**src/rtl/hog_svm_pkg.sv**
```systemverilog
// ---- hog_svm_pkg: shared derivations, FSM encodings and saturating add | Rev 1.0 ----
`default_nettype none

package hog_svm_pkg;

   localparam logic [1:0] ST_IDLE   = 2'd0;
   localparam logic [1:0] ST_RUN    = 2'd1;
   localparam logic [1:0] ST_DRAIN  = 2'd2;
   localparam logic [1:0] ST_RESULT = 2'd3;

   function automatic int features_per_block(input int input_width, input int feature_width);
      return input_width / feature_width;
   endfunction

   // Unsigned feature times signed weight needs one extra sign bit; the 9-way sum adds clog2 bits.
   function automatic int block_sum_width(input int feature_width, input int weight_width,
                                          input int n_features);
      return feature_width + weight_width + 1 + $clog2(n_features);
   endfunction

   function automatic logic signed [63:0] sat_add(input logic signed [63:0] a,
                                                  input logic signed [63:0] b,
                                                  input int width);
      logic signed [63:0] sum;
      logic signed [63:0] hi;
      logic signed [63:0] lo;
      sum = a + b;
      hi  = (64'sd1 <<< (width - 1)) - 64'sd1;
      lo  = -hi - 64'sd1;
      if (sum > hi)
         return hi;
      else if (sum < lo)
         return lo;
      return sum;
   endfunction

endpackage

`default_nettype wire

```
**src/rtl/svm_block_mac.sv**
```systemverilog
// ---- svm_block_mac: combinational 9-way unsigned-feature x signed-weight dot product | Rev 1.0 ----
`default_nettype none

module svm_block_mac #(
   parameter int FEATURE_WIDTH      = 4,
   parameter int WEIGHT_WIDTH       = 8,
   parameter int FEATURES_PER_BLOCK = 9,
   parameter int SUM_WIDTH          = 17
) (
   input  logic [FEATURE_WIDTH*FEATURES_PER_BLOCK-1:0] block,
   input  logic [WEIGHT_WIDTH*FEATURES_PER_BLOCK-1:0]  weights,
   output logic signed [SUM_WIDTH-1:0]                 block_sum
);

   localparam int PROD_WIDTH = FEATURE_WIDTH + WEIGHT_WIDTH + 1;

   logic signed [PROD_WIDTH-1:0] prod [FEATURES_PER_BLOCK];

   for (genvar f = 0; f < FEATURES_PER_BLOCK; f++) begin : g_feat
      // Zero-extend the feature so it multiplies as a non-negative signed value.
      assign prod[f] = PROD_WIDTH'($signed({1'b0, block[f*FEATURE_WIDTH +: FEATURE_WIDTH]}))
                     * PROD_WIDTH'($signed(weights[f*WEIGHT_WIDTH +: WEIGHT_WIDTH]));
   end

   always_comb begin
      block_sum = '0;
      for (int f = 0; f < FEATURES_PER_BLOCK; f++)
         block_sum = block_sum + SUM_WIDTH'(prod[f]);
   end

endmodule

`default_nettype wire

```
**src/rtl/svm_window_classifier.sv**
```systemverilog
// ---- svm_window_classifier: linear SVM over a 32-block window, one block/cycle | Rev 1.0 ----
// ---- Optional macro SVM_ACC_SAT_EN: saturating accumulate and bias add instead of wrap ----
`default_nettype none

module svm_window_classifier
   import hog_svm_pkg::*;
#(
   parameter int INPUT_WIDTH       = 36,
   parameter int BLOCKS_PER_WINDOW = 32,
   parameter int FEATURE_WIDTH     = 4,
   parameter int WEIGHT_WIDTH      = 8,
   parameter int ACC_WIDTH         = 24,
   parameter int WINDOW_WIDTH      = INPUT_WIDTH * BLOCKS_PER_WINDOW
) (
   input  logic                          clk,
   input  logic                          rst,
   input  logic                          in_valid,
   output logic                          in_ready,
   input  logic [WINDOW_WIDTH-1:0]       detection_window,
   output logic                          weight_rd_en,
   output logic [$clog2(BLOCKS_PER_WINDOW)-1:0] weight_addr,
   input  logic [features_per_block(INPUT_WIDTH, FEATURE_WIDTH)*WEIGHT_WIDTH-1:0] weight_data,
   input  logic [ACC_WIDTH-1:0]          bias,
   output logic                          out_valid,
   input  logic                          out_ready,
   output logic [ACC_WIDTH-1:0]          score,
   output logic                          detect
);

   localparam int FEATURES_PER_BLOCK = features_per_block(INPUT_WIDTH, FEATURE_WIDTH);
   localparam int SUM_WIDTH          = block_sum_width(FEATURE_WIDTH, WEIGHT_WIDTH, FEATURES_PER_BLOCK);
   localparam int ADDR_WIDTH         = $clog2(BLOCKS_PER_WINDOW);

   logic [1:0]                  state;
   logic [WINDOW_WIDTH-1:0]     win;
   logic [ADDR_WIDTH-1:0]       blk_cnt;
   logic [ADDR_WIDTH-1:0]       rd_blk;
   logic                        rd_q;
   logic signed [ACC_WIDTH-1:0] acc;
   logic signed [ACC_WIDTH-1:0] acc_next;
   logic signed [ACC_WIDTH-1:0] score_next;
   logic signed [SUM_WIDTH-1:0] blk_sum;
   logic [ACC_WIDTH-1:0]        score_r;
   logic                        detect_r;

   assign in_ready     = (state == ST_IDLE) && !rst;
   assign weight_rd_en = (state == ST_RUN);
   assign weight_addr  = blk_cnt;
   assign out_valid    = (state == ST_RESULT);
   assign score        = score_r;
   assign detect       = detect_r;

   // ROM data arrives one cycle after the read, so the mux follows the delayed block index.
   svm_block_mac #(
      .FEATURE_WIDTH      (FEATURE_WIDTH),
      .WEIGHT_WIDTH       (WEIGHT_WIDTH),
      .FEATURES_PER_BLOCK (FEATURES_PER_BLOCK),
      .SUM_WIDTH          (SUM_WIDTH)
   ) u_mac (
      .block     (win[rd_blk*INPUT_WIDTH +: INPUT_WIDTH]),
      .weights   (weight_data),
      .block_sum (blk_sum)
   );

`ifdef SVM_ACC_SAT_EN
   logic signed [63:0] acc_wide;
   logic signed [63:0] score_wide;

   always_comb begin
      acc_wide   = sat_add(64'(acc), 64'(blk_sum), ACC_WIDTH);
      acc_next   = acc_wide[ACC_WIDTH-1:0];
      score_wide = sat_add(64'(acc_next), 64'($signed(bias)), ACC_WIDTH);
      score_next = score_wide[ACC_WIDTH-1:0];
   end
`else
   always_comb begin
      acc_next   = acc + ACC_WIDTH'(blk_sum);
      score_next = acc_next + $signed(bias);
   end
`endif

   always_ff @(posedge clk) begin
      if (rst) begin
         state    <= ST_IDLE;
         win      <= '0;
         blk_cnt  <= '0;
         rd_blk   <= '0;
         rd_q     <= 1'b0;
         acc      <= '0;
         score_r  <= '0;
         detect_r <= 1'b0;
      end else begin
         rd_q   <= weight_rd_en;
         rd_blk <= blk_cnt;
         if (rd_q)
            acc <= acc_next;
         case (state)
            ST_IDLE: begin
               if (in_valid) begin
                  win     <= detection_window;
                  acc     <= '0;
                  blk_cnt <= '0;
                  state   <= ST_RUN;
               end
            end
            ST_RUN: begin
               blk_cnt <= blk_cnt + ADDR_WIDTH'(1);
               if (blk_cnt == ADDR_WIDTH'(BLOCKS_PER_WINDOW - 1))
                  state <= ST_DRAIN;
            end
            ST_DRAIN: begin
               score_r  <= score_next;
               detect_r <= ~score_next[ACC_WIDTH-1] & (|score_next);
               state    <= ST_RESULT;
            end
            ST_RESULT: begin
               if (out_ready)
                  state <= ST_IDLE;
            end
            default: state <= ST_IDLE;
         endcase
      end
   end

endmodule

`default_nettype wire

```
**config.mk**
```make
export PLATFORM = sky130hd
export DESIGN_NAME = svm_window_classifier
export DESIGN_NICKNAME = d
export VERILOG_FILES = /design/src/rtl/hog_svm_pkg.sv /design/src/rtl/svm_block_mac.sv /design/src/rtl/svm_window_classifier.sv
export SDC_FILE = /design/constraint.sdc
export NUM_CORES = 2
export LEC_CHECK = 0
export ABC_AREA = 1
export CORE_AREA = 3 3 495 497
export CTS_CLUSTER_DIAMETER = 60
export DETAILED_ROUTE_END_ITERATION = 10
export DIE_AREA = 0 0 498 500
export GPL_TIMING_DRIVEN = 0
export PLACE_DENSITY = 0.5
export SETUP_SLACK_MARGIN = 0.1
export SYNTH_ARGS = -nofsm -noshare
export SYNTH_HDL_FRONTEND = slang
export SYNTH_SLANG_ARGS = --single-unit
```
**constraint.sdc**
```tcl
create_clock -name clk -period 18.7 [get_ports clk]
set_clock_uncertainty 0.2 [all_clocks]
set_input_delay 3.74 -clock clk [delete_from_list [all_inputs] [get_ports clk]]
set_output_delay 3.74 -clock clk [all_outputs]
set_load 0.01 [all_outputs]
```
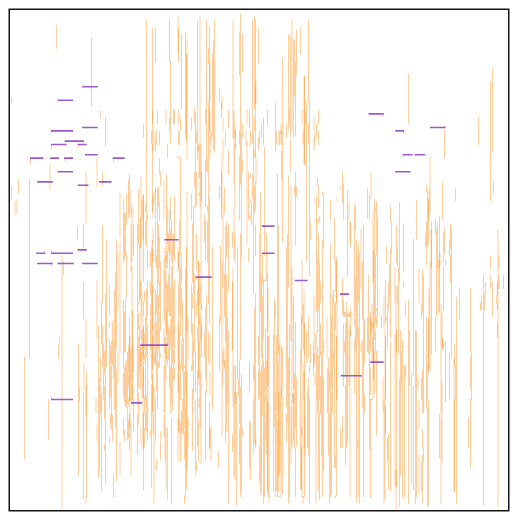
layers.png
(1 px per um) Two of the layers only.
| layer | color | wire length |
|---|---|---|
| M5 | purple | 495 um |
| M4 | orange | 46.6 mm |

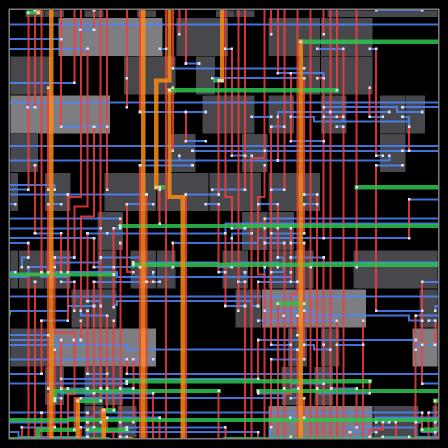
closeup.png
Window x 234 to 264, y 335 to 365 um. Cells in gray, sequential cells in the stronger gray; small squares are vias.
| layer | color |
|---|---|
| M2 | red |
| M3 | green |
| M1 | blue |
| M4 | orange |
cells with their middle in the window: 54
most frequent: o21ai_0 (17), clkdlybuf4s50_1 (13), nor2_1 (11)
sequential cells in the window: 5
netlist names of flops here include: `win` (5)

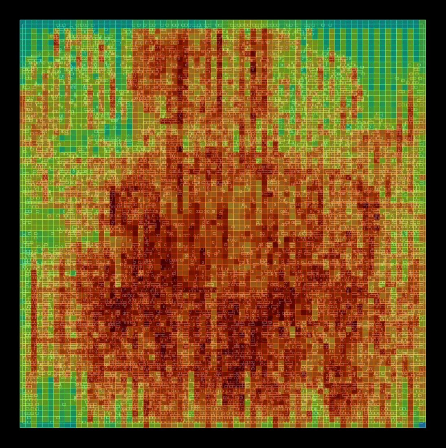
congestion_map.png
Final Util: 0.371
wire length per cell: 39.1 um
Total Routing Usage GR: 0.425
GR peak layer: met2
met3 track utilization from global routing: 0.158

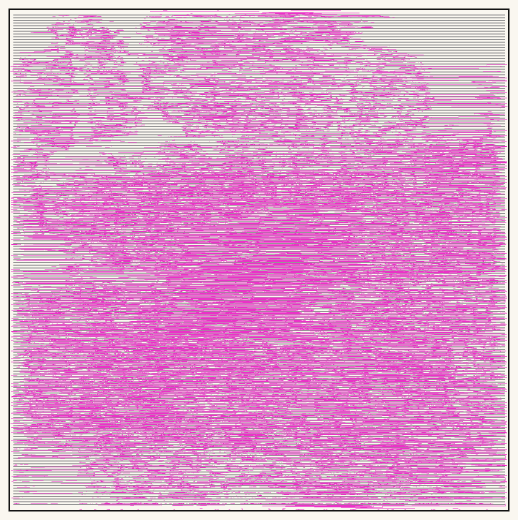
m1.png
(1 px per um) Supply wires on this layer in gray.
share of all routed wire: 38%
nets with wire on the layer: 11798
longest straight run: 153 um
wire length on this layer: 212 mm
main direction: horizontal
M1 GR Usage: 0.523
vias: 80200

==> run summary <==
flow finished, numbers: initial antenna violation count 301, Die Area 0.249 mm2, Pre-antenna DRT Iters 7, tool warnings 39, Post-synth EDFFs 0, Post-CTS Setup Inserts 0, Final Hold Violating Endpoints 0, Vias/cell roughly 5.7, status complete, but fails checks, cell mode on critical path fa_1, failing checks capacitance limit, slew limit, met2 Usage GRT 0.611, Max-Cap Viols 36, setup_tns 0 ps, uppermost layer routed met5, Slew Limit Fails about 380, RR Startpoint rd_blk[1], non-clk buf share 0.175, nets@finish 12400, Max clock buf depth 3, Multi-In Gates 6631, invs w/o clock 693, register area 0.0243 mm2, cell taking the most area after synthesis dfxtp_1, CP startpoint rd_blk[1], Complex Gates by Area 0.192, first-pass GRT wire length 699 mm, worst slew pin tran 1900 ps, cell chosen for the clock root clkbuf_16, logic share of the area 0.414, Commonest Layout Cell nor2_1
